===== src/rtl/lsu_pkg.sv =====
// Shared encodings for the MEM-stage load/store port: access sizes, response
// error codes, FSM states and the optional unsigned-load extension helper.
package lsu_pkg;

   localparam logic [1:0] SZ_WORD = 2'b00;
   localparam logic [1:0] SZ_HALF = 2'b01;
   localparam logic [1:0] SZ_BYTE = 2'b10;
   localparam logic [1:0] SZ_BIT  = 2'b11;

   localparam logic [1:0] ERR_OK       = 2'b00;
   localparam logic [1:0] ERR_MISALIGN = 2'b01;
   localparam logic [1:0] ERR_TIMEOUT  = 2'b10;

   typedef enum logic [1:0] {
      ST_IDLE = 2'd0,
      ST_WAIT = 2'd1,
      ST_RESP = 2'd2
   } lsu_state_e;

   // Memory returns sign-extended data; this keeps only the accessed bits.
   function automatic logic [31:0] zext_load(input logic [1:0] size, input logic [31:0] data);
      logic [31:0] r;
      r = data;
      case (size)
         SZ_HALF: r = {16'h0, data[15:0]};
         SZ_BYTE: r = {24'h0, data[7:0]};
         SZ_BIT:  r = {31'h0, data[0]};
         default: r = data;
      endcase
      return r;
   endfunction

endpackage


===== src/rtl/lsu_mem_port_if.sv =====
// Pipeline request/response and data-memory bus of the load/store port.
// Carries req_unsigned only when LSU_UNSIGNED_EN is defined.
// Request handshake: a request is taken at a rising edge where req_valid and
// req_ready are both high; req_ready is high only when the port is idle, the
// response is a single rsp_valid pulse with no backpressure, and a memory
// access completes at an edge where mem_req and mem_ready are both high.
interface lsu_mem_port_if;
   logic        req_valid;
   logic        req_ready;
   logic        req_we;
   logic [1:0]  req_size;
   logic [31:0] req_addr;
   logic [31:0] req_wdata;
`ifdef LSU_UNSIGNED_EN
   logic        req_unsigned;
`endif
   logic        busy;
   logic        rsp_valid;
   logic [31:0] rsp_rdata;
   logic [1:0]  rsp_err;
   logic        mem_req;
   logic        mem_we;
   logic [29:0] mem_addr;
   logic [1:0]  mem_byte_addr;
   logic [1:0]  mem_sel;
   logic [31:0] mem_wdata;
   logic [31:0] mem_rdata;
   logic        mem_ready;

   modport master (
      input  req_valid, req_we, req_size, req_addr, req_wdata,
`ifdef LSU_UNSIGNED_EN
      input  req_unsigned,
`endif
      output req_ready, busy, rsp_valid, rsp_rdata, rsp_err,
      output mem_req, mem_we, mem_addr, mem_byte_addr, mem_sel, mem_wdata,
      input  mem_rdata, mem_ready
   );

   modport slave (
      output req_valid, req_we, req_size, req_addr, req_wdata,
`ifdef LSU_UNSIGNED_EN
      output req_unsigned,
`endif
      input  req_ready, busy, rsp_valid, rsp_rdata, rsp_err,
      input  mem_req, mem_we, mem_addr, mem_byte_addr, mem_sel, mem_wdata,
      output mem_rdata, mem_ready
   );
endinterface


===== src/rtl/lsu_align_check.sv =====
// Alignment check for a MIPS load/store: words need addr[1:0]==0, halves
// need addr[0]==0, byte and bit accesses are always aligned.
module lsu_align_check
   import lsu_pkg::*;
(
   input  logic [1:0] size,
   input  logic [1:0] addr_lo,
   output logic       misaligned
);

   always_comb begin
      misaligned = 1'b0;
      case (size)
         SZ_WORD: misaligned = |addr_lo;
         SZ_HALF: misaligned = addr_lo[0];
         default: misaligned = 1'b0;
      endcase
   end

endmodule


===== src/rtl/lsu_mem_port.sv =====
// MEM-stage load/store initiator: one access at a time, alignment check,
// memory wait with optional timeout. Optional unsigned loads: LSU_UNSIGNED_EN.
module lsu_mem_port
   import lsu_pkg::*;
#(
   parameter int TIMEOUT = 16,
   parameter int CNT_W   = 5
)(
   input  logic          clk,
   input  logic          rst_n,
   lsu_mem_port_if.master bus,
   output lsu_state_e    state_dbg
);

   localparam logic [CNT_W-1:0] TO_LAST = CNT_W'((TIMEOUT == 0) ? 0 : TIMEOUT - 1);

   lsu_state_e       state_q, state_d;
   logic [CNT_W-1:0] cnt_q;
   logic             misaligned;
   logic             accept, mem_done, timed_out;
   logic             mem_req_q, mem_we_q;
   logic [29:0]      mem_addr_q;
   logic [1:0]       mem_byte_addr_q, mem_sel_q;
   logic [31:0]      mem_wdata_q, rsp_rdata_q, load_data;
   logic [1:0]       rsp_err_q;

   lsu_align_check u_align (
      .size       (bus.req_size),
      .addr_lo    (bus.req_addr[1:0]),
      .misaligned (misaligned)
   );

   always_comb begin
      accept    = (state_q == ST_IDLE) && bus.req_valid;
      mem_done  = (state_q == ST_WAIT) && bus.mem_ready;
      // mem_ready on the final counted edge takes priority over the timeout.
      timed_out = (state_q == ST_WAIT) && !bus.mem_ready &&
                  (TIMEOUT != 0) && (cnt_q == TO_LAST);
   end

`ifdef LSU_UNSIGNED_EN
   logic uns_q;
   always_comb load_data = uns_q ? zext_load(mem_sel_q, bus.mem_rdata) : bus.mem_rdata;
`else
   always_comb load_data = bus.mem_rdata;
`endif

   always_ff @(posedge clk or negedge rst_n) begin
      if (!rst_n) state_q <= ST_IDLE;
      else        state_q <= state_d;
   end

   always_comb begin
      state_d = state_q;
      case (state_q)
         ST_IDLE: if (accept) state_d = misaligned ? ST_RESP : ST_WAIT;
         ST_WAIT: if (mem_done || timed_out) state_d = ST_RESP;
         ST_RESP: state_d = ST_IDLE;
         default: state_d = ST_IDLE;
      endcase
   end

   always_ff @(posedge clk or negedge rst_n) begin
      if (!rst_n) begin
         mem_req_q       <= 1'b0;
         mem_we_q        <= 1'b0;
         mem_addr_q      <= '0;
         mem_byte_addr_q <= '0;
         mem_sel_q       <= '0;
         mem_wdata_q     <= '0;
         rsp_rdata_q     <= '0;
         rsp_err_q       <= ERR_OK;
         cnt_q           <= '0;
      end else if (accept) begin
         cnt_q <= '0;
         if (misaligned) begin
            rsp_err_q   <= ERR_MISALIGN;
            rsp_rdata_q <= '0;
         end else begin
            mem_req_q       <= 1'b1;
            mem_we_q        <= bus.req_we;
            mem_addr_q      <= bus.req_addr[31:2];
            mem_byte_addr_q <= bus.req_addr[1:0];
            mem_sel_q       <= bus.req_size;
            mem_wdata_q     <= bus.req_wdata;
         end
      end else if (mem_done) begin
         mem_req_q   <= 1'b0;
         mem_we_q    <= 1'b0;
         rsp_err_q   <= ERR_OK;
         rsp_rdata_q <= mem_we_q ? 32'h0 : load_data;
      end else if (timed_out) begin
         mem_req_q   <= 1'b0;
         mem_we_q    <= 1'b0;
         rsp_err_q   <= ERR_TIMEOUT;
         rsp_rdata_q <= '0;
      end else if (state_q == ST_WAIT) begin
         cnt_q <= cnt_q + 1'b1;
      end
   end

`ifdef LSU_UNSIGNED_EN
   always_ff @(posedge clk or negedge rst_n) begin
      if (!rst_n)                      uns_q <= 1'b0;
      else if (accept && !misaligned)  uns_q <= bus.req_unsigned;
   end
`endif

   always_comb begin
      bus.req_ready     = (state_q == ST_IDLE);
      bus.busy          = (state_q != ST_IDLE);
      bus.rsp_valid     = (state_q == ST_RESP);
      bus.rsp_rdata     = rsp_rdata_q;
      bus.rsp_err       = rsp_err_q;
      bus.mem_req       = mem_req_q;
      bus.mem_we        = mem_we_q;
      bus.mem_addr      = mem_addr_q;
      bus.mem_byte_addr = mem_byte_addr_q;
      bus.mem_sel       = mem_sel_q;
      bus.mem_wdata     = mem_wdata_q;
      state_dbg         = state_q;
   end

endmodule


===== src/flat_wrapper.sv =====
// flat-port wrapper written by rule: the top's interface ports become plain ports
module lsu_mem_port_flat import lsu_pkg::*;
#(
   parameter int TIMEOUT = 16,
   parameter int CNT_W   = 5
)
  (clk, rst_n, state_dbg, bus_req_valid, bus_req_we, bus_req_size, bus_req_addr, bus_req_wdata, bus_req_ready, bus_busy, bus_rsp_valid, bus_rsp_rdata, bus_rsp_err, bus_mem_req, bus_mem_we, bus_mem_addr, bus_mem_byte_addr, bus_mem_sel, bus_mem_wdata, bus_mem_rdata, bus_mem_ready);
  lsu_mem_port_if bus_i ();
  input  logic clk;
  input  logic rst_n;
  output lsu_state_e state_dbg;
  input wire logic [$bits(bus_i.req_valid)-1:0] bus_req_valid;
  input wire logic [$bits(bus_i.req_we)-1:0] bus_req_we;
  input wire logic [$bits(bus_i.req_size)-1:0] bus_req_size;
  input wire logic [$bits(bus_i.req_addr)-1:0] bus_req_addr;
  input wire logic [$bits(bus_i.req_wdata)-1:0] bus_req_wdata;
  output wire logic [$bits(bus_i.req_ready)-1:0] bus_req_ready;
  output wire logic [$bits(bus_i.busy)-1:0] bus_busy;
  output wire logic [$bits(bus_i.rsp_valid)-1:0] bus_rsp_valid;
  output wire logic [$bits(bus_i.rsp_rdata)-1:0] bus_rsp_rdata;
  output wire logic [$bits(bus_i.rsp_err)-1:0] bus_rsp_err;
  output wire logic [$bits(bus_i.mem_req)-1:0] bus_mem_req;
  output wire logic [$bits(bus_i.mem_we)-1:0] bus_mem_we;
  output wire logic [$bits(bus_i.mem_addr)-1:0] bus_mem_addr;
  output wire logic [$bits(bus_i.mem_byte_addr)-1:0] bus_mem_byte_addr;
  output wire logic [$bits(bus_i.mem_sel)-1:0] bus_mem_sel;
  output wire logic [$bits(bus_i.mem_wdata)-1:0] bus_mem_wdata;
  input wire logic [$bits(bus_i.mem_rdata)-1:0] bus_mem_rdata;
  input wire logic [$bits(bus_i.mem_ready)-1:0] bus_mem_ready;
  assign bus_i.req_valid = bus_req_valid;
  assign bus_i.req_we = bus_req_we;
  assign bus_i.req_size = bus_req_size;
  assign bus_i.req_addr = bus_req_addr;
  assign bus_i.req_wdata = bus_req_wdata;
  assign bus_req_ready = bus_i.req_ready;
  assign bus_busy = bus_i.busy;
  assign bus_rsp_valid = bus_i.rsp_valid;
  assign bus_rsp_rdata = bus_i.rsp_rdata;
  assign bus_rsp_err = bus_i.rsp_err;
  assign bus_mem_req = bus_i.mem_req;
  assign bus_mem_we = bus_i.mem_we;
  assign bus_mem_addr = bus_i.mem_addr;
  assign bus_mem_byte_addr = bus_i.mem_byte_addr;
  assign bus_mem_sel = bus_i.mem_sel;
  assign bus_mem_wdata = bus_i.mem_wdata;
  assign bus_i.mem_rdata = bus_mem_rdata;
  assign bus_i.mem_ready = bus_mem_ready;
  lsu_mem_port #(.TIMEOUT(TIMEOUT), .CNT_W(CNT_W)) u_core (.clk(clk), .rst_n(rst_n), .bus(bus_i), .state_dbg(state_dbg));
endmodule

===== config.mk =====
export PLATFORM = sky130hd
export DESIGN_NAME = lsu_mem_port_flat
export DESIGN_NICKNAME = d
export VERILOG_FILES = /design/src/rtl/lsu_pkg.sv /design/src/rtl/lsu_mem_port_if.sv /design/src/rtl/lsu_align_check.sv /design/src/rtl/lsu_mem_port.sv /design/src/flat_wrapper.sv
export SDC_FILE = /design/constraint.sdc
export NUM_CORES = 1
export LEC_CHECK = 0
export ABC_AREA = 1
export CELL_PAD_IN_SITES_DETAIL_PLACEMENT = 0
export CELL_PAD_IN_SITES_GLOBAL_PLACEMENT = 1
export CORE_AREA = 2 2 126 128
export DETAILED_ROUTE_END_ITERATION = 8
export DIE_AREA = 0 0 128 130
export PLACE_DENSITY_LB_ADDON = 0.1
export SLEW_MARGIN = 30
export SYNTH_ARGS = -nofsm -noshare
export SYNTH_HDL_FRONTEND = slang
export SYNTH_SLANG_ARGS = --single-unit

===== constraint.sdc =====
create_clock -name clk -period 2.15 [get_ports clk]
set_clock_uncertainty 0.15 [all_clocks]
set_input_delay 0.3225 -clock clk [delete_from_list [all_inputs] [get_ports clk]]
set_output_delay 0.3225 -clock clk [all_outputs]
set_load 0.02 [all_outputs]

==> run notes <==
Implementation summary

TritonCTS built the clock tree. By count the netlist is led by sky130_fd_sc_hd__nand2_1, sky130_fd_sc_hd__dfrtp_1, sky130_fd_sc_hd__nand3_1, sky130_fd_sc_hd__buf_2, sky130_fd_sc_hd__inv_1. For this design the static power due to leakage is 3.44 nW. The internal power consumption is 5.64 mW. The warning count from the yosys run is 0.

The clock tree cell share of total cell area is 4.13%. The biggest area consumer among cell classes is flip-flops and latches. The maximum resistive drop on vdd is 0.496 mV. The met1 wire length is 5.99 mm. The post-synthesis instance total is 492. The run finished with clean final reports.

The number of DRC violations after detailed-routing iteration 0 is 211. Global routing used 3.40% of the available met3 tracks. The count of instantiated cells in the yosys netlist is 492. The floorplan report gives the top-level pin count as 210. The initial core utilization is 29.1%. The number of clock buffers added by TritonCTS is 9.

The clock buffer instance count of the final layout is 11. The largest buffer count on any clock path is 2. In this run the tool buffered the top-level ports with 209 buffer cells.

In the log, the iteration count for the first detailed-route pass is 4. The layout report gives the multi-input gate share of total cell area as 21.2%. After synthesis the netlist holds a flip-flop and latch count of 109.

The fraction of final layout cells with drive strength greater than 1 is 6.14%. The count of final hold-check violations is 0. Overall power consumption after layout is estimated at 8.90 mW.

The startpoint of the worst setup timing path is u_core.state_dbg[0]. The depth of the most critical reg-to-reg path is 9. The half-perimeter wire length after placement is 9.39 mm. Per the post-route antenna check, the number of violating nets is 0. The main kind of combinational logic by area is simple AND/OR/NAND/NOR gates. The clock transition time at the flip-flop clock pins of the worst setup and hold paths is 70 ps. Of all nets on the critical path, the largest fanout is 4.

The power consumed by sequential cells is 3.24 mW. The cell depth of the worst setup path is 4. The flop-to-flop setup slack is 230 ps. On the critical path the data arrives at 1580 ps.

The pin slew with the least headroom to its limit is 383 ps. According to the floorplan report, the placeable core area is 0.0154 mm^2. The endpoint identified for the worst register-to-register timing path is u_core.cnt_q[3]. The net switching power figure is 3.27 mW. The category of the worst setup path capture point is a primary output. The number of clock sinks seen by CTS is 109. The most area-hungry cell type in the Yosys netlist is sky130_fd_sc_hd__dfrtp_1. Per Yosys stat, the portion of area used by sequential elements is 60.7%. The routability congestion estimate from global placement is 0.751.

After detailed routing, the average wire length per cell comes to 14.8 um. Looking at the cell usage after synthesis, the top flip-flop cell is sky130_fd_sc_hd__dfrtp_1. The number of antenna violations at the first check in global routing was 0. In the post-synthesis netlist, the cell with the most instances is sky130_fd_sc_hd__nand2_1.

The final layout net count is 800. After synthesis, the mean cell area works out to 9.13 um^2. In the post-synthesis netlist, the biggest area contributors are sky130_fd_sc_hd__dfrtp_1, sky130_fd_sc_hd__nand2_1, sky130_fd_sc_hd__nand3_1. The quantity of gates resized following cts is 0. The commonest non-fill, non-tap cell in the layout is sky130_fd_sc_hd__clkdlybuf4s50_1. The combinational gate count is 336. The script computed the net switching share of total power as 36.7%. The final layout report lists a filler cell count of 1516. The routed design shows a via density per instance of 4.38. The floorplan die width is 128 um. The global-route met2 utilization is 27.1%. The maximum number of pins on one net before global-route repair is 53. The XOR/XNOR share of the synthesized area is 0.195%. Summing all multi-input logic gate instances after layout gives 0.00150 mm^2. Non-clock buffers in the final layout number 222. Per the GRT congestion report, total overflow comes to 0. According to the timing report, the data required time at the worst endpoint equals 1680 ps. The share of synthesized cell area in full adder, half adder and majority cells is 0.557%. The final setup violation count is 0. The vertical die dimension is 130 um. Detailed routing placed a total of 627 um of wire on met3. The peak-usage layer in the global routing report is met2. The critical path is of the flop to primary output type.

The number of remaining DRC errors is 0. The nature of the critical path startpoint is a flop. Power spread over the standard cell area amounts to 1260 mW/mm^2. Summing all flip-flop and latch instances after layout gives 0.00273 mm^2. In this run, the synthesized area fraction spent on AND-OR/OR-AND gates is recorded as 1.09%.

The fraction of the cycle the final worst path needs is 95.3%. Listed in order, past its start point the critical path passes inv_2 -> nand2_4 -> inv_1 -> clkdlybuf4s50_1. The warning total across the stage logs is 26. The synthesized-area fraction occupied by and/or/nand/nor cells is 31.6%.

After layout, the inverter instance count without clock inverters stands at 17. The number of synthesized flops with an enable pin is 0. After detailed placement, the design holds a cell count of 875.

The maximum frequency from static timing analysis is 488 MHz. The clock network burns 18.5% of the power. The number of buffers inserted to repair setup after CTS is 0. The count of maximum capacitance violations is 0.

In this run the worst setup path terminates at bus_req_ready. The longest incremental delay of any stage on the critical path is reported as 590 ps. The flow reports that combinational logic draws 45.1% of the design power.

The layout overhead on the synthesized area is 57.8%. Clock tree synthesis selected as its root buffer the cell sky130_fd_sc_hd__clkbuf_16. The sequential fraction of design power is 36.4%. The detailed router used layers up to and including met4. The floorplan has 46 rows. The count of pins over their slew limit is 0. The global-route usage over all layers is 16.4%. In the layout the commonest cells are sky130_fd_sc_hd__clkdlybuf4s50_1, sky130_fd_sc_hd__nand2_1, sky130_fd_sc_hd__dfrtp_1.

The wire length of the first global-routing pass is 21.3 mm. The number of distinct standard cells referenced by the synthesized netlist is 22. The H-tree generated during clock tree synthesis spans 3 levels. The cell class contributing the biggest share of worst-path delay is buffers and inverters.

The report puts the hold buffer count at CTS at 1. Combinational cells consume a total of 4.01 mW. The class of the tightest hold or removal check is input port to asynchronous set/reset pin. The max-slew check reports its worst relative slack as 74.5%. The total buffers and inverters traversed by the critical path is 3. The non-clock buffering overhead in the final layout is 31.9%.

Per report_power, the Clock row totals 1.65 mW. The top cell type by area accounts for 60.7% of the synthesized area. The die covers 0.0166 mm^2.

The diode insertion count for antenna repair is 0. Setup repair after global routing left no endpoint under its margin. The leading power group is combinational logic. The mapped netlist covers 0.00449 mm^2. The minimum clock period after layout is 2050 ps. Wire segments on met2 add up to 6.43 mm in the final route. In this run the critical register-to-register path is launched from u_core.cnt_q[0].

Multiplexer cells account for 0% of the synthesized area. The number of global-route vias before repair was 3966. The setup total negative slack is 0 ps.

The worst hold slack across all endpoints is 311 ps. The insertion delay to the later sink of the worst-skew pair is 340 ps.
[worst register-to-register path, stage by stage, from the launching register on]
cell,delay (ps)
sky130_fd_sc_hd__dfrtp_1,400
sky130_fd_sc_hd__ha_1,230
sky130_fd_sc_hd__and3_1,190
sky130_fd_sc_hd__ha_1,190
sky130_fd_sc_hd__nor2_1,180
sky130_fd_sc_hd__inv_1,80
sky130_fd_sc_hd__nor2_2,200
sky130_fd_sc_hd__nand3_1,100
sky130_fd_sc_hd__nand2_1,70
sky130_fd_sc_hd__nor2_1,40
[metrics by stage]
step           area [um^2]  setup WS (ps)  utilization [%]
6_report              7090            102             46.0
5_1_grt               7090           1.67             46.0
4_1_cts               7090           66.2             46.0
3_5_place_dp          6790            213             44.0
3_3_place_gp          6790            198             44.0
2_1_floorplan         4490            335                -
The metal 1 layer:
Scale: 4 px per um. Supply wires on this layer in gray.
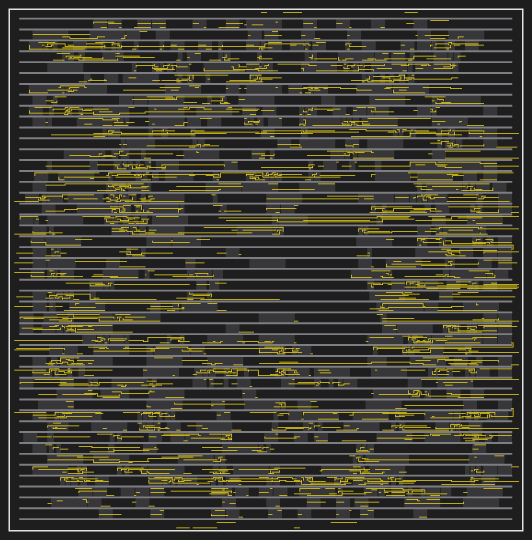
share of all routed wire	45%
wire length on this layer	5990 um
main direction	horizontal
nets with wire on the layer	700
fraction of met1 tracks used by global routing: 21.6%
number of vias after detailed routing: 3903
overall routed net length: 13.2 mm

Placement density heat map:
Scale: 3 px per um. 13 x 13 tiles, from dark blue (low) to red (high), 0 to 100% covered.
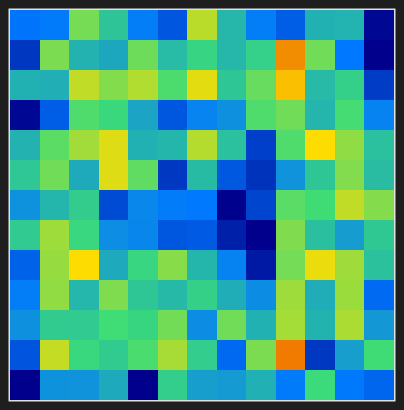
tiles over 75% full	1.8%
nearly empty tiles	4.1%
fullest tile	86%
emptiest ninth of the die	middle
mean over tiles	41%

Port wiring:
Scale: 3 px per um.
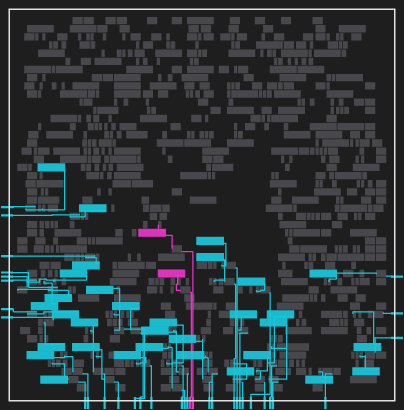
color	port	bits	direction	end cells	buffers	wire
magenta	`bus_mem_sel`	2	output	2	2	109 um
cyan	`bus_mem_wdata`	32	output	32	32	962 um

Cell placement:
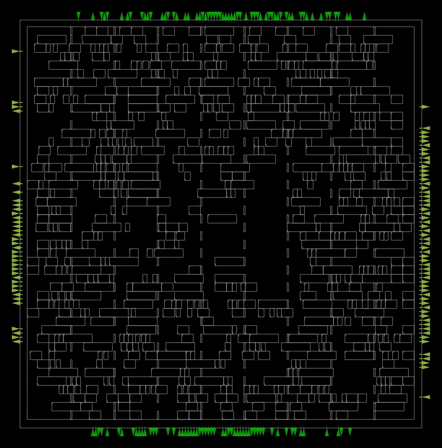
fraction of the core area covered by cells at the end of the flow: 46.0%
number of tap instances: 192
flip-flops: 109
share of the final layout cell area in sequential cells: 38.5%

No activity file was given, so power comes from the tool's default toggle rates.
